==> config.mk <==
export PLATFORM = sky130hd
export DESIGN_NAME = jtframe_uart_hexfmt
export DESIGN_NICKNAME = d
export VERILOG_FILES = /design/src/rtl/jtframe_uart_pkg.sv /design/src/rtl/jtframe_uart_txpace.sv /design/src/rtl/jtframe_uart_hexfmt.sv
export SDC_FILE = /design/constraint.sdc
export NUM_CORES = 1
export LEC_CHECK = 0
export CAP_MARGIN = 20
export CELL_PAD_IN_SITES_DETAIL_PLACEMENT = 0
export CELL_PAD_IN_SITES_GLOBAL_PLACEMENT = 1
export CORE_MARGIN = 8
export CORE_UTILIZATION = 39
export CTS_BUF_LIST = sky130_fd_sc_hd__clkbuf_8
export DETAILED_ROUTE_END_ITERATION = 8
export GPL_TIMING_DRIVEN = 0
export MAX_ROUTING_LAYER = met4
export PLACE_DENSITY_LB_ADDON = 0.1
export SYNTH_ARGS = -nofsm -noshare
export SYNTH_HDL_FRONTEND = slang
export SYNTH_HIERARCHICAL = 1
export SYNTH_SLANG_ARGS = --single-unit
==> constraint.sdc <==
create_clock -name clk -period 2.1 [get_ports clk]
set_input_delay 0.21 -clock clk [delete_from_list [all_inputs] [get_ports clk]]
set_output_delay 0.21 -clock clk [all_outputs]
set_load 0.1 [all_outputs]
==> src/rtl/jtframe_uart_pkg.sv <==
// Shared constants, formatter state encoding and nibble-to-ASCII helper
// for the UART hex text formatter.
package jtframe_uart_pkg;

    localparam logic [7:0] ASCII_CR    = 8'h0D;
    localparam logic [7:0] ASCII_LF    = 8'h0A;
    localparam logic [7:0] ASCII_COLON = 8'h3A;
    localparam logic [7:0] ASCII_SPACE = 8'h20;

    typedef enum logic [2:0] {
        ST_IDLE,
        ST_ADDR,
        ST_DIGIT,
        ST_SEP,
        ST_CR,
        ST_LF
    } state_t;

    // Uppercase hex digit: 0-9 -> '0'-'9', A-F -> 'A'-'F'
    function automatic logic [7:0] hex_char(input logic [3:0] nib);
        return (nib < 4'd10) ? (8'h30 + {4'h0, nib}) : (8'h37 + {4'h0, nib});
    endfunction

endpackage

==> src/rtl/jtframe_uart_txpace.sv <==
// Byte pacer in front of the UART transmitter: one tx_wr strobe per accepted
// request, never while tx_busy is high nor in the cycle after a strobe.
module jtframe_uart_txpace (
    input  logic       rst,
    input  logic       clk,
    input  logic       req,
    input  logic [7:0] req_data,
    output logic       ack,
    output logic [7:0] tx_data,
    output logic       tx_wr,
    input  logic       tx_busy
);

    // The gap after a strobe hides the one-cycle latency of tx_busy rising.
    assign ack = req & ~tx_busy & ~tx_wr;

    // NOTE: sequential state uses non-blocking assignments so every flop
    // samples the pre-edge values regardless of statement order.
    always_ff @(posedge clk or posedge rst) begin
        if (rst) begin
            tx_wr   <= 1'b0;
            tx_data <= 8'h00;
        end else begin
            tx_wr <= ack;
            if (ack) tx_data <= req_data;
        end
    end

endmodule

==> src/rtl/jtframe_uart_hexfmt.sv <==
// Formats binary words as uppercase hex text lines for the UART transmitter.
// Optional line index prefix "XXXX: " enabled by JTFRAME_UART_HEXFMT_ADDR_EN.
module jtframe_uart_hexfmt #(
    parameter int         NIBBLES        = 4,
    parameter int         WORDS_PER_LINE = 8,
    parameter logic [7:0] SEP            = 8'h20
)(
    input  logic                 rst,
    input  logic                 clk,
    input  logic [4*NIBBLES-1:0] din,
    input  logic                 din_valid,
    output logic                 din_ready,
    input  logic                 flush,
    output logic [7:0]           tx_data,
    output logic                 tx_wr,
    input  logic                 tx_busy,
    output logic                 idle
);
    import jtframe_uart_pkg::*;

    localparam int         DW        = 4 * NIBBLES;
    localparam logic [2:0] LAST_NIB  = 3'(NIBBLES - 1);
    localparam logic [7:0] LAST_WORD = 8'(WORDS_PER_LINE - 1);

    state_t          state, state_nxt;
    logic [2:0]      pos, pos_nxt;
    logic [7:0]      count, count_nxt;
    logic [DW-1:0]   word_q, word_nxt;
    logic            flush_pend, flush_clr;
    logic            req, ack;
    logic [7:0]      req_data;
    logic            transfer;

`ifdef JTFRAME_UART_HEXFMT_ADDR_EN
    logic [15:0]     word_idx, addr_q, addr_nxt;
`endif

    assign transfer = din_valid & din_ready;
    assign idle     = (state == ST_IDLE) & ~flush_pend & ~tx_wr;

    always_ff @(posedge clk or posedge rst) begin
        if (rst) begin
            state      <= ST_IDLE;
            pos        <= 3'd0;
            count      <= 8'd0;
            word_q     <= '0;
            flush_pend <= 1'b0;
`ifdef JTFRAME_UART_HEXFMT_ADDR_EN
            word_idx   <= 16'd0;
            addr_q     <= 16'd0;
`endif
        end else begin
            state      <= state_nxt;
            pos        <= pos_nxt;
            count      <= count_nxt;
            word_q     <= word_nxt;
            // A new request in the same cycle as a clear stays pending
            flush_pend <= flush | (flush_pend & ~flush_clr);
`ifdef JTFRAME_UART_HEXFMT_ADDR_EN
            if (transfer) word_idx <= word_idx + 16'd1;
            addr_q     <= addr_nxt;
`endif
        end
    end

    // NOTE: every signal gets a default before the case so no latch is inferred.
    always_comb begin
        state_nxt = state;
        pos_nxt   = pos;
        count_nxt = count;
        word_nxt  = word_q;
        flush_clr = 1'b0;
        din_ready = 1'b0;
        req       = 1'b0;
        req_data  = SEP;
`ifdef JTFRAME_UART_HEXFMT_ADDR_EN
        addr_nxt  = addr_q;
`endif
        case (state)
            ST_IDLE: begin
                din_ready = ~rst & ~flush_pend;
                if (flush_pend) begin
                    flush_clr = 1'b1;
                    if (count != 8'd0) begin
                        count_nxt = 8'd0;
                        state_nxt = ST_CR;
                    end
                end else if (din_valid) begin
                    word_nxt = din;
                    pos_nxt  = 3'd0;
`ifdef JTFRAME_UART_HEXFMT_ADDR_EN
                    if (count == 8'd0) begin
                        addr_nxt  = word_idx;
                        state_nxt = ST_ADDR;
                    end else begin
                        state_nxt = ST_DIGIT;
                    end
`else
                    state_nxt = ST_DIGIT;
`endif
                end
            end
`ifdef JTFRAME_UART_HEXFMT_ADDR_EN
            ST_ADDR: begin
                req = 1'b1;
                if (pos < 3'd4)       req_data = hex_char(addr_q[15:12]);
                else if (pos == 3'd4) req_data = ASCII_COLON;
                else                  req_data = ASCII_SPACE;
                if (ack) begin
                    addr_nxt = addr_q << 4;
                    if (pos == 3'd5) begin
                        pos_nxt   = 3'd0;
                        state_nxt = ST_DIGIT;
                    end else begin
                        pos_nxt = pos + 3'd1;
                    end
                end
            end
`endif
            ST_DIGIT: begin
                req      = 1'b1;
                req_data = hex_char(word_q[DW-1 -: 4]);
                if (ack) begin
                    word_nxt = word_q << 4;
                    if (pos == LAST_NIB) begin
                        pos_nxt = 3'd0;
                        if (count == LAST_WORD) begin
                            count_nxt = 8'd0;
                            state_nxt = ST_CR;
                        end else begin
                            count_nxt = count + 8'd1;
                            state_nxt = ST_SEP;
                        end
                    end else begin
                        pos_nxt = pos + 3'd1;
                    end
                end
            end
            ST_SEP: begin
                req      = 1'b1;
                req_data = SEP;
                if (ack) state_nxt = ST_IDLE;
            end
            ST_CR: begin
                req      = 1'b1;
                req_data = ASCII_CR;
                if (ack) state_nxt = ST_LF;
            end
            ST_LF: begin
                req      = 1'b1;
                req_data = ASCII_LF;
                if (ack) state_nxt = ST_IDLE;
            end
            default: state_nxt = ST_IDLE;
        endcase
    end

    jtframe_uart_txpace u_txpace (
        .rst      (rst),
        .clk      (clk),
        .req      (req),
        .req_data (req_data),
        .ack      (ack),
        .tx_data  (tx_data),
        .tx_wr    (tx_wr),
        .tx_busy  (tx_busy)
    );

endmodule
==> impl_metrics.env <==
# yosys + openroad results
export IMPL_status="completed"
export IMPL_ys_seq_share=0.463
export IMPL_async_flop_share=1.00
export IMPL_largestRegisters="word_q: 16 flops, count: 8 flops, u_txpace/tx_data: 8 flops"
export IMPL_worst_setup_path_start_kind="flip-flop"
export IMPL_grt_pass1_vias=1829
export IMPL_top_layer="met4"
export IMPL_p_comb_mw=1.59
export IMPL_design_area_sq_um=2930
export IMPL_mostFrequentLayoutCells="nand2_1, dfrtp_1, clkdlybuf4s50_1, nor2_1, o21ai_1"
export IMPL_intPower_mw=2.02
export IMPL_final_nets=304
export IMPL_whs_ns=0.250
export IMPL_switching_share=0.415
export IMPL_critical_path_startpoint="u_txpace/tx_wr$_DFF_PP0_"
export IMPL_maxPowerGroup="combinational logic"
export IMPL_fp_util=0.397
export IMPL_peakVddDrop_uv=852
export IMPL_power_share_sequential=0.355
export IMPL_tool_warnings=29
export IMPL_hold_viol=0
export IMPL_top_area_frac=0.463
export IMPL_yosysWarningCount=6
export IMPL_largest_reg_flops=16
export IMPL_crit_path_max_incr_delay_ns=1.15
export IMPL_dr_wl_met3_microns=192
export IMPL_gp_congestion=0.814
export IMPL_clk_latency_ns=0.30
export IMPL_crit_arrival_ns=1.85
export IMPL_route_detailed_drc=0
export IMPL_cp_max_fo=3
export IMPL_grt_pass1_wl_mm=8.77
export IMPL_combinationalPowerShare=0.459
export IMPL_clockBufferDepth=2
export IMPL_p_total_mw=3.45
export IMPL_rows=27
export IMPL_period_used=0.983
export IMPL_fp_nets=255
export IMPL_cts_resized=17
export IMPL_clockPowerShare=0.186
export IMPL_r2r_end="word_q[15]$_DFFE_PP0P_"
export IMPL_largest_area_cell="dfrtp_1"
export IMPL_edf_count=0
==> area by class of cell <==
type / count / area share
Multi-Input combinational cell: 168 / 0.399
Inverter: 12 / 0.0154
Buffer: 10 / 0.0303
Sequential cell: 40 / 0.343
Tap cell: 72 / 0.0307
Clock inverter: 3 / 0.0145
Timing Repair Buffer: 42 / 0.143
Clock buffer: 5 / 0.0235
==> cells by family (layout without fill, tap and decap cells) <==
| family | count (synthesis) | in the layout |
|---|---|---|
| AND-OR/OR-AND | 49 | 49 |
| XOR/XNOR | 3 | 3 |
| adder cells (fa/ha/maj) | 4 | 4 |
| buffers and inverters | 22 | 72 |
| flip-flops | 40 | 40 |
| multiplexers | 10 | 10 |
| other | 1 | 1 |
| AND/OR/NAND/NOR | 101 | 101 |
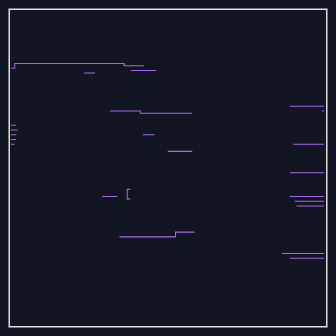
Fig. 1. Metal 3.
- share of all routed wire: 3.8%
- longest straight run: 31.3 microns
- nets with wire on the layer: 20
- main direction: horizontal
- wire length on this layer: 193 microns
grt met3 use: 0.0382
Total Routed Length: 5.05 mm
vias post-DR: 1775

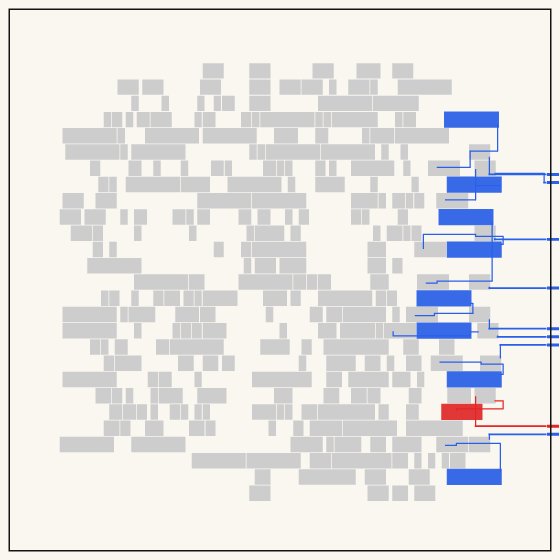
Fig. 2. I/O nets highlighted.
- blue: `tx_data` (bits 8; direction output; end cells 8; wire 206 microns)
- red: `tx_busy` (bits 1; direction input; end cells 1; wire 27.6 microns)
IO buf count: 31
# IOs: 32

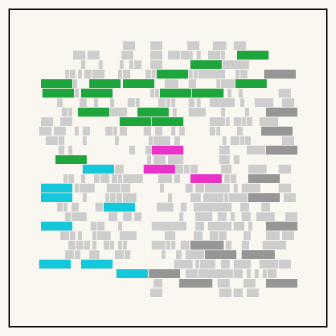
Fig. 3. Sequential cells coloured by netlist name.
Other sequential cells in the stronger grey, the rest of the logic in the fainter grey.
- green: `word_q` (sequential cells 16)
- cyan: `count` (sequential cells 8)
- magenta: `pos` (sequential cells 3)
Reg area: 1000 sq um
fin util: 0.539

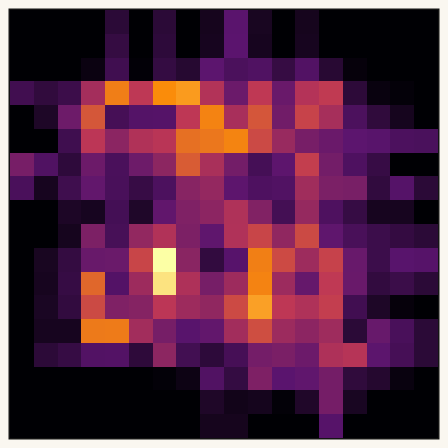
Fig. 4. Routed metal per tile.
18 x 18 tiles, from black (low) to pale yellow (high), scaled to the fullest tile. Values are wire area over tile area, all layers added.
- tiles over half the peak: 11%
- densest ninth of the die: middle
- mean over tiles: 0.095
- fullest tile: 0.44
all-layer global routing usage: 0.133
Routed WL per cell: 14.3 microns

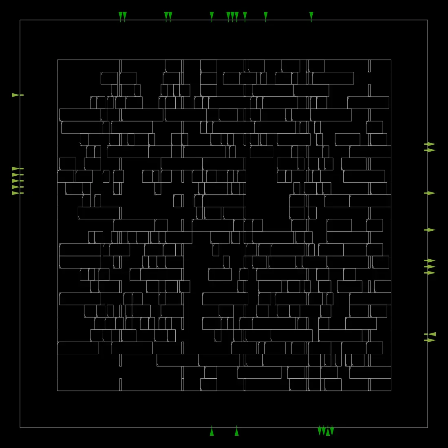
Fig. 5. Cell placement.
FILL cells: 518
sequential cell area share: 0.343
Flop Count: 40
Taps Inserted: 72

